<file path="config.mk">
export PLATFORM = sky130hd
export DESIGN_NAME = tmr_rollback_ctrl
export DESIGN_NICKNAME = d
export VERILOG_FILES = /design/src/rtl/tmr_rollback_ctrl.sv
export SDC_FILE = /design/constraint.sdc
export NUM_CORES = 1
export LEC_CHECK = 0
export ABC_AREA = 0
export CORE_MARGIN = 1
export CORE_UTILIZATION = 51
export DETAILED_ROUTE_END_ITERATION = 6
export PLACE_DENSITY = 0.85
export SYNTH_ARGS = -nofsm -noshare
export SYNTH_HDL_FRONTEND = slang
export SYNTH_SLANG_ARGS = --single-unit
</file>
<file path="constraint.sdc">
create_clock -name clk -period 2.6 [get_ports clk]
set_input_delay 0.26 -clock clk [delete_from_list [all_inputs] [get_ports clk]]
set_output_delay 0.26 -clock clk [all_outputs]
set_load 0.05 [all_outputs]
</file>
<file path="src/rtl/tmr_rollback_ctrl.sv">
// tmr_rollback_ctrl
// Rollback and checkpoint sequencer that sits between the TMR majority voter
// and the shared instruction/data muxes of the lockstep RISC-V cluster.
//   - Voter mismatch: restore the faulting instruction's registers from the
//     shadow area with injected loads, then replay the instruction.
//   - Voted commit: checkpoint the destination register with an injected store.
// Shadow slot for register r lives at SHADOW_BASE + r*(XLEN/8), addressed off x0.
// All outputs are registered decodes of the state register, so they trail the
// state by one cycle.
// Build option: define TMR_RETRY_LIMIT_EN to add the consecutive-recovery
// counter and the absorbing FATAL state (bounded by MAX_RETRY).

module tmr_rollback_ctrl #(
    parameter int XLEN                = 64,
    parameter int SHADOW_BASE         = 0,
    parameter int RECOVER_ON_MINORITY = 0,
    parameter int MAX_RETRY           = 3
) (
    input  logic            clk,
    input  logic            rst_in,
    input  logic [2:0]      voter_state,
    input  logic            instr_valid,
    input  logic [31:0]     instr,
    input  logic [XLEN-1:0] pc_in,
    output logic [31:0]     inj_instr,
    output logic            inj_sel,
    output logic            data_sel,
    output logic            wr_en,
    output logic            core_hold,
    output logic            recovery_mode,
    output logic [XLEN-1:0] pc_out,
    output logic            fatal
);

    // ------------------------------------------------------------------
    // Constants
    // ------------------------------------------------------------------
    localparam int         SLOT_BYTES = XLEN / 8;
    localparam logic [2:0] LS_FUNCT3  = (XLEN == 64) ? 3'b011 : 3'b010;
    localparam logic [6:0] OP_LOAD    = 7'b0000011;
    localparam logic [6:0] OP_STORE   = 7'b0100011;
    localparam logic [6:0] OP_BRANCH  = 7'b1100011;

    // ------------------------------------------------------------------
    // Elaboration-time parameter checks
    // ------------------------------------------------------------------
    if (XLEN != 32 && XLEN != 64) begin : g_bad_xlen
        $error("tmr_rollback_ctrl: XLEN must be 32 or 64");
    end

    if (SHADOW_BASE < 0 || (SHADOW_BASE + 31 * SLOT_BYTES) > 2047) begin : g_bad_base
        $error("tmr_rollback_ctrl: shadow area does not fit a 12-bit signed offset off x0");
    end

    if (MAX_RETRY < 1 || MAX_RETRY > 15) begin : g_bad_retry
        $error("tmr_rollback_ctrl: MAX_RETRY must be within 1..15");
    end

    // ------------------------------------------------------------------
    // State encoding
    // ------------------------------------------------------------------
    typedef enum logic [2:0] {
        IDLE    = 3'd0,
        RST_RD  = 3'd1,
        RST_RS1 = 3'd2,
        RST_RS2 = 3'd3,
        REPLAY  = 3'd4,
        CKPT_ST = 3'd5,
        FATAL   = 3'd6
    } state_t;

    // ------------------------------------------------------------------
    // Instruction encoding helpers
    // ------------------------------------------------------------------

    // Byte offset of the shadow slot for register r.
    function automatic logic [11:0] slot_off(input logic [4:0] r);
        slot_off = 12'(SHADOW_BASE + int'(r) * SLOT_BYTES);
    endfunction

    // I-type load: rd = r, rs1 = x0, imm = slot offset of r.
    function automatic logic [31:0] enc_load(input logic [4:0] r);
        logic [11:0] imm;
        imm      = slot_off(r);
        enc_load = {imm, 5'd0, LS_FUNCT3, r, OP_LOAD};
    endfunction

    // S-type store: rs2 = r, rs1 = x0, imm = slot offset of r.
    function automatic logic [31:0] enc_store(input logic [4:0] r);
        logic [11:0] imm;
        imm       = slot_off(r);
        enc_store = {imm[11:5], r, 5'd0, LS_FUNCT3, imm[4:0], OP_STORE};
    endfunction

    // Stores and branches carry no destination register.
    function automatic logic writes_rd(input logic [31:0] ins);
        writes_rd = (ins[6:0] != OP_STORE) && (ins[6:0] != OP_BRANCH);
    endfunction

    // First restore step after 'from' whose register field is nonzero;
    // falls through to REPLAY when no further register needs restoring.
    function automatic state_t next_restore(input state_t from, input logic [31:0] ins);
        next_restore = REPLAY;
        case (from)
            IDLE: begin
                if (ins[11:7] != 5'd0) begin
                    next_restore = RST_RD;
                end else if (ins[19:15] != 5'd0) begin
                    next_restore = RST_RS1;
                end else if (ins[24:20] != 5'd0) begin
                    next_restore = RST_RS2;
                end else begin
                    next_restore = REPLAY;
                end
            end
            RST_RD: begin
                if (ins[19:15] != 5'd0) begin
                    next_restore = RST_RS1;
                end else if (ins[24:20] != 5'd0) begin
                    next_restore = RST_RS2;
                end else begin
                    next_restore = REPLAY;
                end
            end
            RST_RS1: begin
                if (ins[24:20] != 5'd0) begin
                    next_restore = RST_RS2;
                end else begin
                    next_restore = REPLAY;
                end
            end
            default: next_restore = REPLAY;
        endcase
    endfunction

    // ------------------------------------------------------------------
    // Registers and internal signals
    // ------------------------------------------------------------------
    state_t            state_r;
    logic [31:0]       cap_instr_r;
    logic [XLEN-1:0]   cap_pc_r;

    logic              mismatch_s;
    logic              commit_s;
    logic              retry_exhausted_s;

    logic [31:0]       inj_instr_s;
    logic              inj_sel_s;
    logic              data_sel_s;
    logic              wr_en_s;
    logic              core_hold_s;
    logic              recovery_mode_s;
    logic [XLEN-1:0]   pc_out_s;
    logic              fatal_s;

    // Classify the voter result of the instruction presented this cycle.
    always_comb begin
        mismatch_s = 1'b0;
        if (!instr_valid) begin
            mismatch_s = 1'b0;
        end else if (voter_state == 3'b000) begin
            mismatch_s = 1'b1;
        end else if ((RECOVER_ON_MINORITY != 0) && (voter_state != 3'b111)) begin
            mismatch_s = 1'b1;
        end else begin
            mismatch_s = 1'b0;
        end
    end

    assign commit_s = instr_valid & ~mismatch_s;

`ifdef TMR_RETRY_LIMIT_EN
    localparam logic [3:0] RETRY_LIMIT = 4'(MAX_RETRY);

    logic [3:0] retry_cnt_r;

    // Count back-to-back recovery entries; any voted commit clears the count.
    always_ff @(posedge clk) begin
        if (rst_in) begin
            retry_cnt_r <= 4'd0;
        end else if (state_r == IDLE && mismatch_s && !retry_exhausted_s) begin
            retry_cnt_r <= retry_cnt_r + 4'd1;
        end else if (state_r == IDLE && commit_s) begin
            retry_cnt_r <= 4'd0;
        end else begin
            retry_cnt_r <= retry_cnt_r;
        end
    end

    assign retry_exhausted_s = (retry_cnt_r == RETRY_LIMIT);
`else
    assign retry_exhausted_s = 1'b0;
`endif

    // Sequencer: walks restore steps, replay and checkpoint; captures the event.
    always_ff @(posedge clk) begin
        if (rst_in) begin
            state_r     <= IDLE;
            cap_instr_r <= 32'h0000_0000;
            cap_pc_r    <= {XLEN{1'b0}};
        end else begin
            case (state_r)
                IDLE: begin
                    if (mismatch_s && retry_exhausted_s) begin
                        state_r <= FATAL;
                    end else if (mismatch_s) begin
                        cap_instr_r <= instr;
                        cap_pc_r    <= pc_in;
                        state_r     <= next_restore(IDLE, instr);
                    end else if (commit_s && writes_rd(instr) && (instr[11:7] != 5'd0)) begin
                        cap_instr_r <= instr;
                        state_r     <= CKPT_ST;
                    end else begin
                        state_r <= IDLE;
                    end
                end
                RST_RD:  state_r <= next_restore(RST_RD, cap_instr_r);
                RST_RS1: state_r <= next_restore(RST_RS1, cap_instr_r);
                RST_RS2: state_r <= REPLAY;
                REPLAY:  state_r <= IDLE;
                CKPT_ST: state_r <= IDLE;
`ifdef TMR_RETRY_LIMIT_EN
                FATAL:   state_r <= FATAL;
`endif
                default: state_r <= IDLE;
            endcase
        end
    end

    // Decode the mux/control values belonging to the current state.
    always_comb begin
        inj_instr_s     = 32'h0000_0000;
        inj_sel_s       = 1'b0;
        data_sel_s      = 1'b0;
        wr_en_s         = 1'b0;
        core_hold_s     = 1'b0;
        recovery_mode_s = 1'b0;
        pc_out_s        = {XLEN{1'b0}};
        fatal_s         = 1'b0;
        case (state_r)
            IDLE: begin
                inj_sel_s = 1'b0;
            end
            RST_RD: begin
                inj_instr_s     = enc_load(cap_instr_r[11:7]);
                inj_sel_s       = 1'b1;
                data_sel_s      = 1'b1;
                core_hold_s     = 1'b1;
                recovery_mode_s = 1'b1;
                pc_out_s        = cap_pc_r;
            end
            RST_RS1: begin
                inj_instr_s     = enc_load(cap_instr_r[19:15]);
                inj_sel_s       = 1'b1;
                data_sel_s      = 1'b1;
                core_hold_s     = 1'b1;
                recovery_mode_s = 1'b1;
                pc_out_s        = cap_pc_r;
            end
            RST_RS2: begin
                inj_instr_s     = enc_load(cap_instr_r[24:20]);
                inj_sel_s       = 1'b1;
                data_sel_s      = 1'b1;
                core_hold_s     = 1'b1;
                recovery_mode_s = 1'b1;
                pc_out_s        = cap_pc_r;
            end
            REPLAY: begin
                inj_instr_s     = cap_instr_r;
                inj_sel_s       = 1'b1;
                core_hold_s     = 1'b1;
                recovery_mode_s = 1'b1;
                pc_out_s        = cap_pc_r;
            end
            CKPT_ST: begin
                inj_instr_s = enc_store(cap_instr_r[11:7]);
                inj_sel_s   = 1'b1;
                wr_en_s     = 1'b1;
                core_hold_s = 1'b1;
            end
`ifdef TMR_RETRY_LIMIT_EN
            FATAL: begin
                core_hold_s = 1'b1;
                fatal_s     = 1'b1;
            end
`endif
            default: begin
                inj_sel_s = 1'b0;
            end
        endcase
    end

    // Output register stage so every control line leaves the block from a flop.
    always_ff @(posedge clk) begin
        if (rst_in) begin
            inj_instr     <= 32'h0000_0000;
            inj_sel       <= 1'b0;
            data_sel      <= 1'b0;
            wr_en         <= 1'b0;
            core_hold     <= 1'b0;
            recovery_mode <= 1'b0;
            pc_out        <= {XLEN{1'b0}};
            fatal         <= 1'b0;
        end else begin
            inj_instr     <= inj_instr_s;
            inj_sel       <= inj_sel_s;
            data_sel      <= data_sel_s;
            wr_en         <= wr_en_s;
            core_hold     <= core_hold_s;
            recovery_mode <= recovery_mode_s;
            pc_out        <= pc_out_s;
            fatal         <= fatal_s;
        end
    end

endmodule

</file>
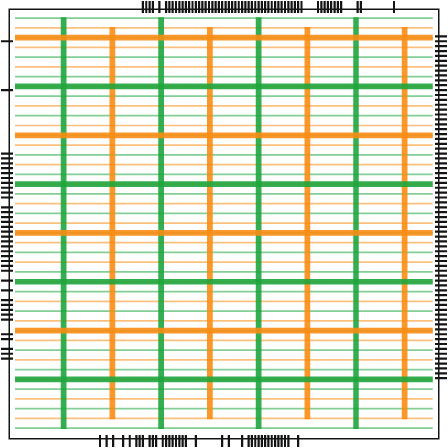
(power grid)
Pins as bars on the die edge.
Key: VSS = green; VDD = orange
43 met1 rails follow the rows. The core has 42 rows. 8 straps on met5.

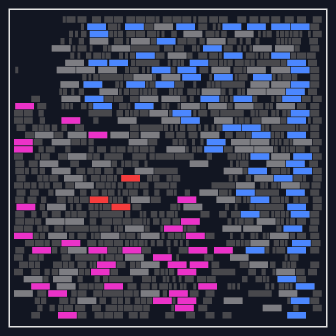
(register map, names as in the netlist)
Other sequential cells in the stronger gray, the rest of the logic in the fainter gray.
Key: state_r = red [flops 3]; inj_instr = magenta [flops 32]; pc_out = blue [flops 64]
Register Area: 0.00398 sq mm
share of the core filled with cells in the final layout: 73.0%

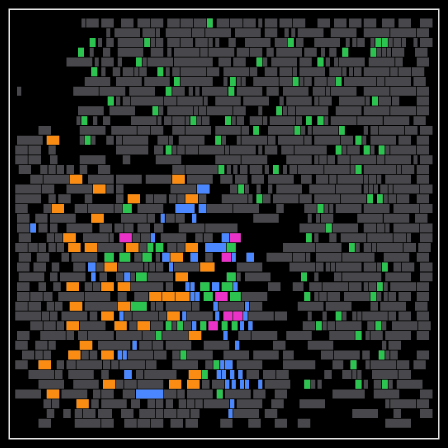
(selected gate families)
Key: inverting AOI/OAI gates = green [cells 88]; NOR gates = blue [cells 52]; AND-OR and OR-AND gates = magenta [cells 7]; multiplexers = orange [cells 41]
Layout Cells excl Fill: 1107
most common library cell in the layout ignoring fill and taps: sky130_fd_sc_hd__clkdlybuf4s50_1
share of cell area taken by multi-input logic gates: 28.3%

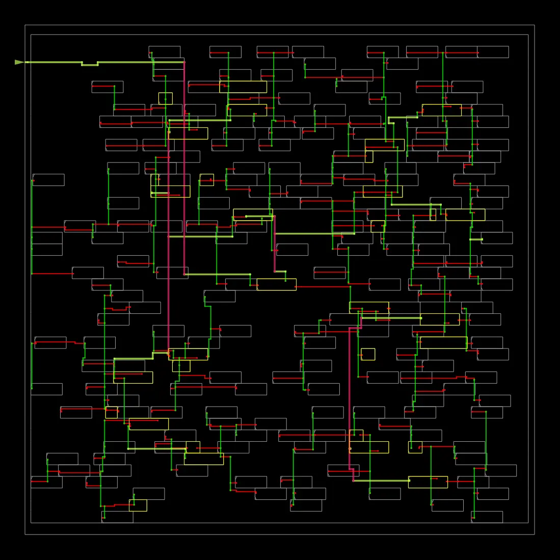
(the clock network)
clock tree sinks: 199
Inserted Clock Buffers: 17
flip-flop and latch count: 199

==> flow_summary.toml <==
# implementation run metrics
[final_timing]
tcrit_tclk_final_pct = 74.8
fin_worst_skew_ns = 0.0108
timing.final.setup_violations = 0
max_slew.worst_pin.slew_ns = 0.833
rsz0062_at_grt = "false"
report.final.hold_viol_count = 0
fin_tns_setup_ns = 0

[pwr]
pwr_density_cell_mw_per_mm2 = 746
share_seq_of_total_power_pct = 46.4
power_switching_share_pct = 28.1
comb_power_share_pct = 17.5
power_report.internal_total_mw = 5.21
power.share.clock_pct = 36.1
power.switching_mw = 2.03

[cells_and_area]
dominant_logic_cell_types_in_the_final_layout = "sky130_fd_sc_hd__clkdlybuf4s50_1, sky130_fd_sc_hd__dfxtp_1, sky130_fd_sc_hd__nand2_1"
insertedDiodeCount = 0
design.final.nets = 1020
layout.filler_cells = 936
layout-drive-gt1-share_pct = 6.34
area_growth_pct = 38.5

[cts]
postCtsSetupBuffers = 0
clock_tree_from_tritoncts = "built"
clk_pin_slew_ns = 0.07
clock.latency.late_pin_ns = 0.43
post_cts_resized = 0
number_of_hold_buffers_added_after_cts = 0
clockBufferDepth = 2
cts-htree-levels = 4

[global_route]
antenna_violations_before_repair = 0
grt-busiest-layer = "met2"
gr-total-overflow = 0
grt.met1_usage_pct = 29.1
grt_max_degree = 84
global_route_total_usage_across_every_layer_pct = 23.5
grt_first_pass_wirelength_um = 26000
grt_use_met2_pct = 38.3

[detailed_routing]
drtIter0Drc = 479
routed_wirelength_um = 16400
wl_per_cell_um = 14.8
route.detailed.drc = 0
wl_met2_um = 7940
top_layer_used = "met4"
met3WireLength_um = 976
drt_pre_antenna_iters = 6
drtAntennaViolNets = 0
num_vias = 5465
vias_per_cell = 4.94

[placed_design]
numPortBuffers = 202
gpl.final_weighted_congestion = 0.854
detailed_place_hpwl_um = 11200

[critical_path]
crit_path_start_kind = "flop"
cpPeakStageDelay_ns = 0.50
critical-path-slowest-cell = "sky130_fd_sc_hd__dfxtp_1"
critical_path_peak_fanout = 14
reg2reg_slack_ns = 0.65
crit_path_cell_trace = "nor3_4 > nand3_2 > or3_1 > a31oi_1"
critical_path.endpoint = "state_r[1]$_SDFF_PP0_"
cp-end-kind = "flop"
critPathLaunch = "state_r[0]$_SDFF_PP0_"
r2r.worst_path.cells = 4
critPathKind = "flop to flop"
worst_ep_required_time_ns = 2.96
worst_r2r_endpoint = "state_r[1]$_SDFF_PP0_"

[synth]
enable_flop_cells = 0
async_flop_share_pct = 0
postSynthNetCount = 836
netlist.area_leader.share_pct = 56.9
post_synth_inst_count = 734
ys.flop_type = "sky130_fd_sc_hd__dfxtp_1"
synth-seq-area-share_pct = 56.9
ys_top_cells_by_count = "sky130_fd_sc_hd__dfxtp_1, sky130_fd_sc_hd__nand2_1, sky130_fd_sc_hd__and2_1"
synth-cells-yosys = 734
synth_area_sq_mm = 0.00701
synth.area.top_cells = "sky130_fd_sc_hd__dfxtp_1, sky130_fd_sc_hd__and2_1, sky130_fd_sc_hd__nand2_1"
ys_types = 47
netlist.top_cell.by_area = "sky130_fd_sc_hd__dfxtp_1"
mean_post_synth_cell_area_sq_um = 9.55
yosysMostFrequentCell = "sky130_fd_sc_hd__dfxtp_1"

[worst_hold_path]
min_from = "pc_in[33]"
hold_path.class = "input pin to flop"
whs_endpoint = "cap_pc_r[33]$_SDFFE_PP0P_"

[flow_run]
max_cap_viol_count = 0

[floorplanning]
design.portCount = 204
floorplanUtilization_pct = 52.7
vertical_die_dimension_um = 119
chip_area_sq_mm = 0.0142
die-width_um = 119

[outcome]
status = "finished clean"
[cells by family (layout without fill, tap and decap cells)]
group                  Yosys count  in the layout  share of synthesized area, %
AND/OR/NAND/NOR                346            346                          25.3
flip-flops                     199            199                          56.9
AND-OR/OR-AND                   95             95                          7.71
buffers and inverters           52            249                          4.14
multiplexers                    41             41                          5.89
other                            1              1                        0.0535
[sequential cells by signal (all words and copies together), names as in the netlist]
register	count
cap_pc_r	64
pc_out	64
cap_instr_r	32
inj_instr	32
state_r	3
core_hold	1
data_sel	1
recovery_mode	1
wr_en	1
[power groups by stage]
stage          Combinational (mW)  Clock (mW)  Sequential, mW
3_3_place_gp                 1.25           0            3.42
6_report                     1.27        2.61            3.36
4_1_cts                      1.27        2.66            3.36
3_5_place_dp                 1.26           0            3.43
2_1_floorplan               0.738           0            3.54
5_1_grt                      1.37        2.79            3.38
[per-stage QoR]
stage	area (sq um)	setup slack, ns	power (mW)	hold slack, ns	std cells
2_1_floorplan	7010	1.14	4.28	0.396	734
3_3_place_gp	9120	0.568	4.67	0.433	1075
3_5_place_dp	9120	0.535	4.69	0.438	1075
4_1_cts	9710	0.660	7.29	0.354	1107
5_1_grt	9710	0.478	7.54	0.353	1107
6_report	9710	0.655	7.24	0.370	1107
[critical path, delay by kind of cell, from the launching register on]
kind	cells	cell delay, ns
compound gates	1	0.12
flops	1	0.50
simple gates	3	1.25
[final cells by class]
cell class / instances / area (sq um) / share of cell area, %
Clock inverter: 14 / 161 / 1.66
Multi-Input combinational cell: 483 / 2750 / 28.3
Inverter: 2 / 7.51 / 0.0773
Tap cell: 176 / 220 / 2.27
Timing Repair Buffer: 215 / 2150 / 22.2
Sequential cell: 199 / 3980 / 41.0
Clock buffer: 18 / 429 / 4.42
No activity file was given, so power comes from the tool's default toggle rates.
